==> config.mk <==
export PLATFORM = sky130hd
export DESIGN_NAME = dsm_decimator
export DESIGN_NICKNAME = d
export VERILOG_FILES = /design/src/rtl/dsm_pkg.sv /design/src/rtl/dsm_cic_comb.sv /design/src/rtl/dsm_decimator.sv
export SDC_FILE = /design/constraint.sdc
export NUM_CORES = 1
export LEC_CHECK = 0
export CORE_UTILIZATION = 62
export CTS_CLUSTER_SIZE = 30
export DETAILED_ROUTE_END_ITERATION = 7
export GPL_ROUTABILITY_DRIVEN = 0
export PLACE_DENSITY = 0.79
export SETUP_SLACK_MARGIN = 0.02
export SLEW_MARGIN = 25
export SYNTH_ARGS = -nofsm -noshare
export SYNTH_HDL_FRONTEND = slang
export SYNTH_SLANG_ARGS = --single-unit
==> constraint.sdc <==
create_clock -name clock -period 8 [get_ports clock]
set_input_delay 0.8 -clock clock [delete_from_list [all_inputs] [get_ports clock]]
set_output_delay 0.8 -clock clock [all_outputs]
set_load 0.03 [all_outputs]
Fig. 1: supply network
Scale bar: 50 µm. Pins as bars on the die edge.
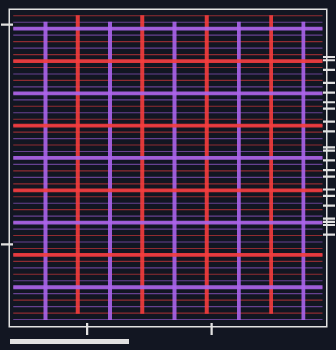
purple -> VSS
red -> VDD
rows = 47
met1 rails = 48
met4 straps = 9
met5 straps = 9
die width: 133 µm
Core ar.: 16600 µm²

Fig. 2: placement by cell class
Fill, decap, tap and diode cells in grey.
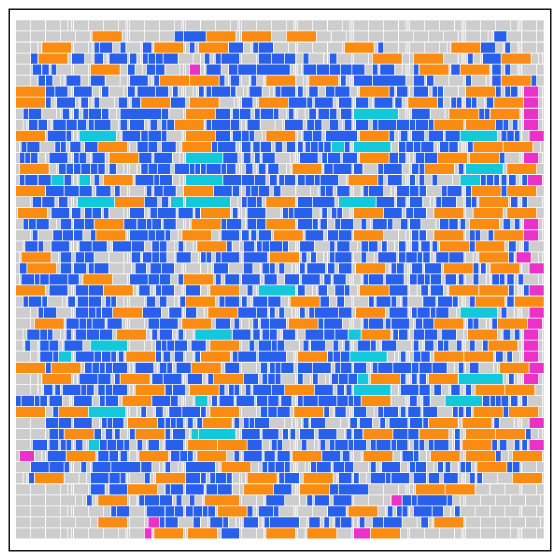
orange -> flip-flops  # cells 183, share of their area 32%
cyan -> clock drivers and dummy loads  # cells 31, share of their area 5.4%
magenta -> other buffers and delay cells  # cells 27, share of their area 2.3%
blue -> all other logic  # cells 1019, share of their area 60%
final instance area: 11600 µm²
FP Rows: 47

Fig. 3: clock wires, drivers and flops
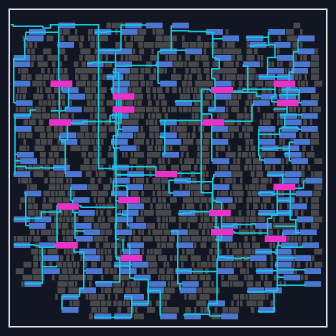
blue -> flip-flops  # count 183
cyan -> clock wires  # length 2120 µm
magenta -> cells driving clock nets  # count 17
flops lie = all over the die
routed clock nets = 18
clock network power: 866 µW
Setup Skew: 10.5 ps
Insertion Delay late pin: 430 ps
clock network fraction of design power: 0.373

==> results.yml <==
# synthesis and place-and-route metrics
run_status:
  status: "complete, no violations"
final_layout:
  fin_nets: 1351
  drive_gt1_frac: 0.0508
  area_delta_synth_final_pct: 9.04
  final_cells: 1480
  n_antenna_cell: 0
clocking:
  cts_tree: "done"
  postCtsHoldBufs: 0
  cts_made_buffers: 17
  cts.sinks: 183
  cts_max_path_buffers: 2
  cts_setup_buffers: 0
  post_cts_resized: 0
  cts-root-buf: "clkbuf_16"
  clk_pin_slew_ps: 70
  htreeDepth: 4
synthesis:
  ys_seq_elements: 183
  synth_seq_share: 0.344
  synthesis.area_um2: 10600
  syn_area_per_cell_um2: 8.51
  synth.distinct_cells: 70
  ys_area_um2: 10600
  yosys-top-cells-area: "dfxtp_1 34%, ha_1 11%, mux2i_1 8.0%, nor2_1 6.8%, xnor2_1 4.3%"
  ys_sh_simple: 0.186
  flop_cell: "dfxtp_1"
  ys_cells: 1250
  synth_top_area_share: 0.344
  edf_count: 0
  synthAoiAreaFrac: 0.145
  netlist_instances: 1250
  yosys_warnings: 0
  mux_area_frac: 0.0824
  async_flop_share: 0
  top_logic_kind: "simple AND/OR/NAND/NOR gates"
  xor_area_frac: 0.0750
  adder_share: 0.120
  fp_nets: 1353
  yosys.area.top_type: "dfxtp_1"
critical_path:
  cp-start-kind: "register"
  worst-endpoint-arrival_ps: 5860
  setup.worst_path.end_class: "register"
  r2r.worst_path.cells: 25
  reg2reg_slack_ps: 2490
  critPathKind: "register to register"
  cp.required_ps: 8360
  crit_path_max_fanout: 5
floorplanning:
  io_pins: 25
  dieArea_um2: 17700
  initCoreUtil: 0.639
global_routing:
  track_usage: 0.222
  grt_overflow: 0
  grt_max_degree: 113
  grt_pass1_wl_mm: 32.6
  grt_pass1_vias: 7491
  antenna_found_initial: 0
final_timing:
  worst_slew_pin_slew_ps: 853
  fmax_mhz: 182
  max_slew_margin: 0.431
  holdWs_ps: 433
  tns_ps: 0
  setup_slack_ps: 2490
  setup_violations: 0
  period_minus_slack_ps: 5510
  finalCritPeriodShare: 0.688
  finalHoldViolCount: 0
  slew_viol_final: 0
  grt_setup_unrepaired: "no"
job:
  tool_warnings: 28
  maxCapViolCount: 0
placement:
  dp_slack_ps: 2510
  dp_hpwl_mm: 13.0
  io_buffer_count: 24
  placed_cells: 1449
hold_path:
  hold_depth: 2
  hold_path.class: "register to register"
route:
  viasPerCell: 5.47
  wl_mm: 18.8
  drc: 0
  ant_nets: 0
  num_vias: 8092
  drt_iter0_drc: 318
  avgRoutedWirePerCell_um: 12.7
  first_pass_iters: 5
pwr:
  finalPower_uw: 2320
  power_density_nw_per_um2: 200
  leakage_uw: 0.00464
  vdd_drop_max_mv: 0.160
## per-stage QoR
| stage | instance area (µm²) | util |
|---|---|---|
| after floorplan | 10600 | - |
| after global placement | 11000 | 0.661 |
| after detailed placement | 11000 | 0.661 |
| after CTS | 11600 | 0.697 |
| after global routing | 11600 | 0.697 |
| final | 11600 | 0.697 |
## power breakdown
part,internal [µW],total (µW),leakage (µW),switching [µW]
Sequential,915,919,0.00148,4.84
Clock,502,866,0.000290,364
Combinational,240,534,0.00287,294
Total,1660,2320,0.00464,662
## layer usage
layer,global-route usage,vias to the layer above,part of all wire
li1,-,4278,-
met1,0.255,3700,0.46
met2,0.410,87,0.50
met3,0.0391,27,0.020
met4,0.0760,0,0.016
met5,0,-,0
## worst max-delay path, cell delays in order (launching register included)
cell and delay [ps]:
dfxtp_1 340, inv_1 60, ha_1 160, inv_1 70
fa_1 430, a21o_1 190, a21oi_1 170, xnor2_1 170
ha_1 320, o21a_1 200, o21ai_0 140, a31oi_1 80
o31a_1 280, o41a_1 350, a31o_2 310, a31oi_2 230
nand2b_1 100, xor2_1 150, ha_1 230, or3_1 370
o21ai_0 70, a21oi_1 80, a21o_1 190, a21oi_1 190
xnor3_1 340, a211oi_2 210
## cells by family (layout without fill, tap and decap cells)
| kind of cell | after synthesis | in the layout |
|---|---|---|
| AND/OR/NAND/NOR | 435 | 435 |
| AND-OR/OR-AND | 225 | 225 |
| flip-flops | 183 | 183 |
| buffers and inverters | 133 | 143 |
| adder cells (fa/ha/maj) | 99 | 99 |
| XOR/XNOR | 88 | 88 |
| multiplexers | 87 | 87 |
## cells in the mapped netlist (all sizes together) (4+ instances only)
master,count
a211oi,15
nand3b,5
a21boi,6
a21o,22
mux2i,85
inv,85
o31ai,4
nand2,92
nor2b,22
or3,11
nand4,9
o21bai,4
and2,8
a21oi,81
nand2b,15
buf,12
nor2,193
nor3,33
o211ai,4
a41oi,4
a211o,5
o21a,12
xnor2,52
a31oi,13
o21ai,35
and3,14
fa,5
clkbuf,36
xor2,34
nand3,21
ha,94
dfxtp,183
## cell usage in the layout, fill, tap and decap left out, types with 8 or more instances in the layout
cell type	count
mux2i_1	85
nor2_1	193
nand4_1	9
nand3_1	21
a211oi_1	13
clkdlybuf4s50_1	22
and2_1	8
xor2_1	34
inv_1	85
ha_1	94
nor3_1	32
and3_1	13
nand2b_1	15
nand2_1	92
o21ai_1	10
o21ai_0	21
or3_1	11
nor2b_1	22
a21oi_1	77
clkbuf_16	17
a21o_1	22
a31oi_1	11
xnor2_1	52
o21a_1	12
dfxtp_1	182
## final cells by class
cell class	count	area [µm²]
Clock buffer	18	439
Timing Repair Buffer	27	259
Fill cell	1356	5040
Sequential cell	183	3670
Inverter	85	319
Multi-Input combinational cell	934	6470
Clock inverter	13	170
Tap cell	220	275
Power figures rest on the tool's default switching activity, not on a simulated workload.
